**config.mk**
```make
export PLATFORM = sky130hd
export DESIGN_NAME = mul8x8_seq_sched
export DESIGN_NICKNAME = d
export VERILOG_FILES = /design/src/rtl/mul_seq_pkg.sv /design/src/rtl/mul8x8_seq_sched_core.sv /design/src/rtl/mul8x8_seq_sched.sv
export SDC_FILE = /design/constraint.sdc
export NUM_CORES = 1
export LEC_CHECK = 0
export CAP_MARGIN = 20
export CORE_MARGIN = 2
export CORE_UTILIZATION = 51
export DETAILED_ROUTE_END_ITERATION = 10
export PLACE_DENSITY = 0.87
export SLEW_MARGIN = 20
export SYNTH_ARGS = -nofsm -noshare
export SYNTH_HDL_FRONTEND = slang
export SYNTH_SLANG_ARGS = --single-unit
```
**constraint.sdc**
```tcl
create_clock -name clk -period 7.2 [get_ports clk]
set_input_delay 2.16 -clock clk [delete_from_list [all_inputs] [get_ports clk]]
set_output_delay 2.16 -clock clk [all_outputs]
set_load 0.02 [all_outputs]
```
**src/rtl/mul_seq_pkg.sv**
```systemverilog
// Shared types and helpers for the sequenced 8x8 multiplier.
// Quadrant tables map a 2-bit index to nibble operands and shift.
package mul_seq_pkg;

    typedef enum logic [1:0] {
        IDLE,
        CALC,
        DONE
    } state_t;

    typedef logic [1:0] quad_t;

    // Element q is the left shift applied to quadrant q's product.
    localparam logic [3:0][3:0] SHIFT_TAB = {4'd8, 4'd4, 4'd4, 4'd0};

    // Returns {x, y}: the two nibbles fed to the core for quadrant q.
    function automatic logic [7:0] quad_nibbles(
        input logic [7:0] a,
        input logic [7:0] b,
        input quad_t      q
    );
        logic [7:0] r;
        unique case (q)
            2'd0: r = {a[3:0], b[3:0]};
            2'd1: r = {a[7:4], b[3:0]};
            2'd2: r = {b[7:4], a[3:0]};
            2'd3: r = {a[7:4], b[7:4]};
        endcase
        return r;
    endfunction

    // A quadrant stays pending unless skipping is on and a nibble is zero.
    function automatic logic [3:0] pend_mask(
        input logic [7:0] a,
        input logic [7:0] b,
        input logic       skip
    );
        logic [3:0] m;
        m[0] = !skip || (a[3:0] != 4'd0 && b[3:0] != 4'd0);
        m[1] = !skip || (a[7:4] != 4'd0 && b[3:0] != 4'd0);
        m[2] = !skip || (a[3:0] != 4'd0 && b[7:4] != 4'd0);
        m[3] = !skip || (a[7:4] != 4'd0 && b[7:4] != 4'd0);
        return m;
    endfunction

endpackage

```
**src/rtl/mul8x8_seq_sched_core.sv**
```systemverilog
// Exact combinational 4x4 unsigned array multiplier.
// Shared by all four quadrants of the sequenced 8x8 multiplier.
module mul4x4_core (
    input  logic [3:0] A,
    input  logic [3:0] B,
    output logic [7:0] P
);

    // Sum of the shifted partial-product rows.
    always_comb begin
        P = 8'd0;
        for (int i = 0; i < 4; i++) begin
            if (B[i]) begin
                P = P + ({4'd0, A} << i);
            end
        end
    end

endmodule

```
**src/rtl/mul8x8_seq_sched.sv**
```systemverilog
// Sequenced 8x8 unsigned multiplier built on one shared 4x4 core.
// One nibble quadrant is accumulated per cycle, zero quadrants optional.
module mul8x8_seq_sched
    import mul_seq_pkg::*;
#(
    parameter bit SKIP_ZERO = 1'b1,
    parameter int CNT_W     = 16
) (
    input  logic             clk,
    input  logic             rst,
    input  logic             in_valid,
    output logic             in_ready,
    input  logic [7:0]       A,
    input  logic [7:0]       B,
    output logic             out_valid,
    input  logic             out_ready,
    output logic [15:0]      P,
    output logic             busy,
    output logic [CNT_W-1:0] op_count
);

    state_t      state_q;
    state_t      state_d;
    logic [7:0]  a_q;
    logic [7:0]  b_q;
    logic [15:0] acc_q;
    logic [3:0]  mask_q;

    quad_t       sel;
    logic [3:0]  core_a;
    logic [3:0]  core_b;
    logic [7:0]  core_p;
    logic [15:0] term;
    logic [15:0] acc_sum;
    logic [3:0]  mask_clr;

    mul4x4_core u_core (
        .A (core_a),
        .B (core_b),
        .P (core_p)
    );

    // Pick the lowest pending quadrant and form its shifted contribution.
    always_comb begin
        sel = 2'd3;
        if (mask_q[0]) begin
            sel = 2'd0;
        end else if (mask_q[1]) begin
            sel = 2'd1;
        end else if (mask_q[2]) begin
            sel = 2'd2;
        end
        {core_a, core_b} = quad_nibbles(a_q, b_q, sel);
        term     = {8'd0, core_p} << SHIFT_TAB[sel];
        acc_sum  = acc_q + term;
        mask_clr = mask_q & ~(4'b0001 << sel);
    end

    // Next-state logic and state-derived handshake outputs.
    always_comb begin
        state_d  = state_q;
        in_ready = 1'b0;
        busy     = 1'b1;
        unique case (state_q)
            IDLE: begin
                in_ready = 1'b1;
                busy     = 1'b0;
                if (in_valid) begin
                    state_d = CALC;
                end
            end
            CALC: begin
                if (mask_clr == 4'd0) begin
                    state_d = DONE;
                end
            end
            DONE: begin
                if (out_ready) begin
                    state_d = IDLE;
                end
            end
            default: begin
                state_d = IDLE;
            end
        endcase
    end

    // State register.
    always_ff @(posedge clk) begin
        if (rst) begin
            state_q <= IDLE;
        end else begin
            state_q <= state_d;
        end
    end

    // Operand latch, accumulator, result and completion counter.
    always_ff @(posedge clk) begin
        if (rst) begin
            a_q       <= 8'd0;
            b_q       <= 8'd0;
            acc_q     <= 16'd0;
            mask_q    <= 4'd0;
            P         <= 16'd0;
            out_valid <= 1'b0;
            op_count  <= '0;
        end else begin
            unique case (state_q)
                IDLE: begin
                    if (in_valid) begin
                        a_q    <= A;
                        b_q    <= B;
                        acc_q  <= 16'd0;
                        mask_q <= pend_mask(A, B, SKIP_ZERO);
                    end
                end
                CALC: begin
                    if (mask_q != 4'd0) begin
                        acc_q <= acc_sum;
                    end
                    mask_q <= mask_clr;
                    if (mask_clr == 4'd0) begin
                        P         <= (mask_q != 4'd0) ? acc_sum : acc_q;
                        out_valid <= 1'b1;
                    end
                end
                DONE: begin
                    if (out_ready) begin
                        out_valid <= 1'b0;
                        op_count  <= op_count + 1'b1;
                    end
                end
                default: begin
                end
            endcase
        end
    end

endmodule

```
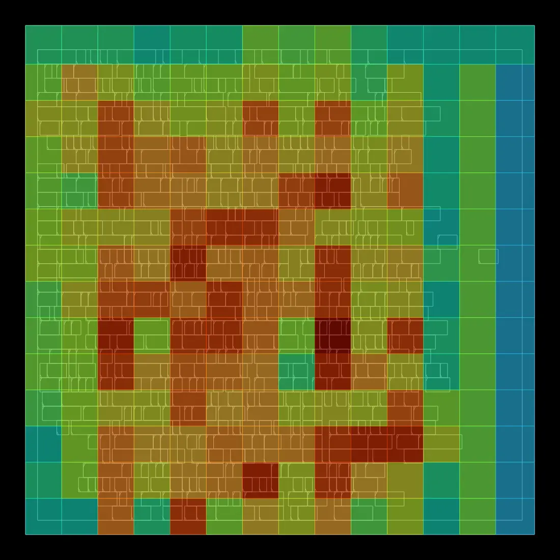
final_congestion.png
Util after Layout: 65.5%
GR met1 Demand/Resource: 31.3%
layer with the highest usage after global routing: met2

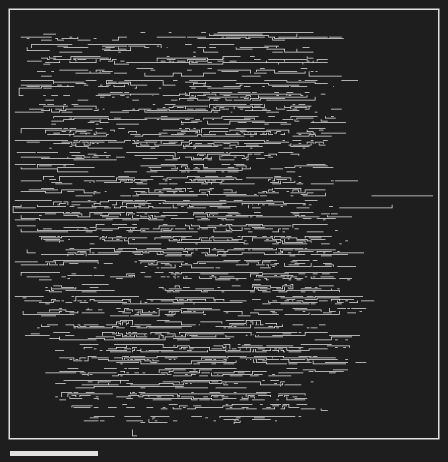
met1.png
The bar under the picture is 20 um long.
nets with wire on the layer: 636
share of all routed wire: 45%
main direction: horizontal
longest straight run: 26.9 um
wire length on this layer: 5,200 um

==> results_slide.txt <==
Synthesis and Place & Route Summary

Detailed routing
  • Count of TritonRoute iterations in the first routing pass: 5
  • Average via count per standard cell: 5.92
  • Total DRC errors in the routed layout: 0
  • Post-route ant nets: 0
  • Number of vias after detailed routing: 4,372
  • Total length of routed wires: 11.6 mm

Yosys
  • Dominant cell area share: 32.2%
  • AND-OR/OR-AND share of the synthesized area: 19.4%
  • Cell Type Count: 58
  • Cell count listed in synth_stat.txt: 568
  • Area reported by Yosys stat: 0.00442 sq mm
  • Prevailing logic family in the synthesized netlist: simple AND/OR/NAND/NOR gates
  • Cell types occupying the most area after synthesis: sky130_fd_sc_hd__dfxtp_1, sky130_fd_sc_hd__ha_1, sky130_fd_sc_hd__nand2_1
  • Count of flip-flops with a built-in enable after synthesis: 0
  • Gate Count Post-Synth: 568
  • Average footprint of a synthesized cell: 7.78 sq um
  • Adders+Majority by Area: 10.3%
  • Number of register bits inferred by synthesis: 71
  • Number of nets produced by synthesis: 622
  • Largest area contributor in the synthesized netlist: sky130_fd_sc_hd__dfxtp_1
  • Post-synth seq share: 32.2%
  • Main synth FF type: sky130_fd_sc_hd__dfxtp_1
  • Post-Synth XOR/XNOR Area: 6.74%
  • Synthesized-area fraction occupied by and/or/nand/nor cells: 23.3%
  • Mux area share: 3.79%

STA
  • Final slew viol count: 0
  • Total setup violations reported at the end of the flow: 0
  • Sum of negative setup slack: 0 ns
  • Share of the clock period used by the worst path: 95.9%
  • Number of hold violations in the final report: 0
  • Worst clock skew: 0.0159 ns
  • Tmin final: 6.90 ns
  • Relative slew slack: 37.2%
  • Actual transition at the worst max-transition pin: 0.939 ns

Worst setup path
  • Nature of the critical path startpoint: flip-flop
  • Data required time at the worst endpoint: 7.44 ns
  • Worst path max stage delay: 0.42 ns
  • Crit-path max FO: 7
  • Total buffers and inverters traversed by the critical path: 2
  • Critical Path Sink Type: flip-flop
  • WS Path Type: reg -> reg
  • Worst path top cell family by delay: adder cells
  • R2r setup slk: 0.30 ns
  • Slowest cell on crit path: sky130_fd_sc_hd__a222oi_1
  • Worst Path Arrival: 7.15 ns

Floorplan
  • Core box area: 0.00830 sq mm
  • Num ports: 55
  • Number of placement rows: 33
  • Fp_density: 53.3%
  • Horiz. Die Dim: 97.1 um

Placement
  • Hpwl dp: 8.29 mm
  • Placement-stage cell area: 0.00510 sq mm
  • RD Place Congestion: 0.934
  • Number of input and output port buffers inserted: 54
  • Pre-CTS setup slack: -0.0484 ns

Global routing
  • Antenna violations before repair: 0
  • Global-route wire length before repair: 19.4 mm
  • Maximum number of pins on one net before global-route repair: 75
  • Overall fraction of global-route tracks in use: 24.5%

Finish
  • Post-layout instance area: 0.00544 sq mm
  • Total of fill cells in the finished design: 650
  • Layout net count: 682

Clocking
  • Clock insertion delay at the later pin of the skew report: 0.36 ns
  • Clock slew at reported path FFs: 0.08 ns
  • Clock sinks: 71
  • Buffer type at the clock tree root: sky130_fd_sc_hd__clkbuf_8
  • Hold buffer count at cts: 0
  • Clock tree from TritonCTS: done

Job
  • Tool warnings: 28
  • Number of max-cap violations: 0

Power
  • Leakage power: 2.28 nW
  • Power per unit of standard cell area: 218 mW/mm^2
  • Overall power after layout: 0.00118 W
  • Peak supply drop: 189 uV

Outcome
  • Status: complete, no violations

Worst hold path
  • Type of the tightest min-delay check: reg -> reg
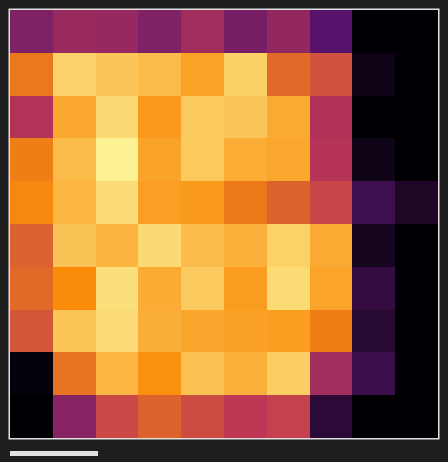
density.png
The bar under the picture is 20 um long. The die is cut into 10 by 10 equal tiles; black is low, pale yellow is high, 0 to 100% covered.
fullest tile: 97%
tiles over 75% full: 45%
nearly empty tiles: 14%
mean over tiles: 56%
emptiest ninth of the die: upper right

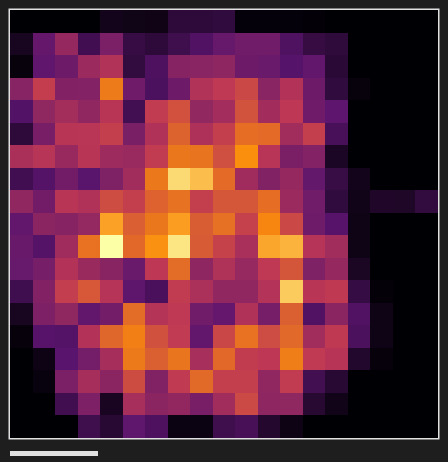
wire_density.png
The bar under the picture is 20 um long. The die is cut into 19 by 19 equal tiles; black is low, pale yellow is high, scaled to the fullest tile. Values are wire area over tile area, all layers added.
tiles over half the peak: 24%
nearly empty tiles: 22%
mean over tiles: 0.20

-- worst reg2reg max path, delay by kind of cell, from the launching register on --
family	cells	cell delay (ns)
fa+ha+maj	7	1.94
compound gates	9	1.89
flops	1	0.37
mux	5	1.27
xor+xnor	2	0.32
simple gates	6	0.83
buf+inv	2	0.18
-- power by group --
group	leakage [nW]	total, W	internal, W	switching (W)
Sequential	0.578	0.000439	0.000419	0.0000204
Clock	0.110	0.000358	0.000196	0.000162
Combinational	1.59	0.000387	0.000151	0.000235
-- cell usage in the layout (no fill, tap or decap), types with 15 or more instances in the layout --
cell type                          n
sky130_fd_sc_hd__a21oi_1          58
sky130_fd_sc_hd__buf_4            25
sky130_fd_sc_hd__clkdlybuf4s50_1  53
sky130_fd_sc_hd__dfxtp_1          70
sky130_fd_sc_hd__ha_1             28
sky130_fd_sc_hd__inv_1            15
sky130_fd_sc_hd__nand2_1          87
sky130_fd_sc_hd__nand3_1          19
sky130_fd_sc_hd__nor2_1           79
sky130_fd_sc_hd__xor2_1           21
-- state kept, by name (all words and copies together), names as in the netlist --
signal	flops
P	16
acc_q	16
op_count	16
a_q	8
b_q	8
mask_q	4
state_q	2
out_valid	1
-- final timing paths --
kind / from / cells after the start / to
worst max register to register: mask_q[1] / 31 / acc_q[15]
worst min register to register: a_q[4] / 2 / a_q[4]
worst min-delay path: a_q[4] / 2 / a_q[4]
worst max-delay path: mask_q[1] / 31 / acc_q[15]
-- final cells by class --
class,count,area (sq um),area share (%)
tap,105,131,2.42
clock inverter,7,95.1,1.75
inverter,15,56.3,1.04
clock buffer,9,124,2.28
sequential,71,1430,26.2
multi-input combinational,451,2880,52.9
timing repair buffer,80,728,13.4
-- layer usage --
metal | GRT usage [%] | vias up | wire (um)
met4 | 9.97 | 0 | 229
met5 | 0 | - | 0
li1 | - | 2103 | -
met3 | 4.46 | 24 | 656
met1 | 31.3 | 2089 | 5200
met2 | 40.8 | 156 | 5550
-- cells in the mapped netlist (5+ instances only) --
cell type                  number
sky130_fd_sc_hd__nor2_1        80
sky130_fd_sc_hd__o22ai_1        6
sky130_fd_sc_hd__dfxtp_1       71
sky130_fd_sc_hd__a21o_1         9
sky130_fd_sc_hd__xor2_1        22
sky130_fd_sc_hd__nor3_1         8
sky130_fd_sc_hd__mux2i_1       10
sky130_fd_sc_hd__xnor2_1       12
sky130_fd_sc_hd__nor2b_1        6
sky130_fd_sc_hd__inv_1         15
sky130_fd_sc_hd__nand2b_1       6
sky130_fd_sc_hd__clkbuf_1      23
sky130_fd_sc_hd__a21oi_1       59
sky130_fd_sc_hd__mux2_2         5
sky130_fd_sc_hd__ha_1          30
sky130_fd_sc_hd__nand2_1       87
sky130_fd_sc_hd__o211ai_1       6
sky130_fd_sc_hd__nand3_1       19
sky130_fd_sc_hd__a211oi_1       7
sky130_fd_sc_hd__o21ai_0       15
-- per-stage QoR --
step                cells  hold WS [ns]
CTS                   732         0.468
global placement      715         0.449
finish                738         0.467
global route          738         0.492
floorplan             568         0.436
detailed placement    715         0.457
-- repair_timing --
item                                    CTS  global route
buffers inserted                          1             5
pin swaps                                 2             8
cloned                                    0             0
resized                                   1            23
endpoints found under the setup margin    2            11
Power figures rest on the tool's default switching activity, not on a simulated workload.
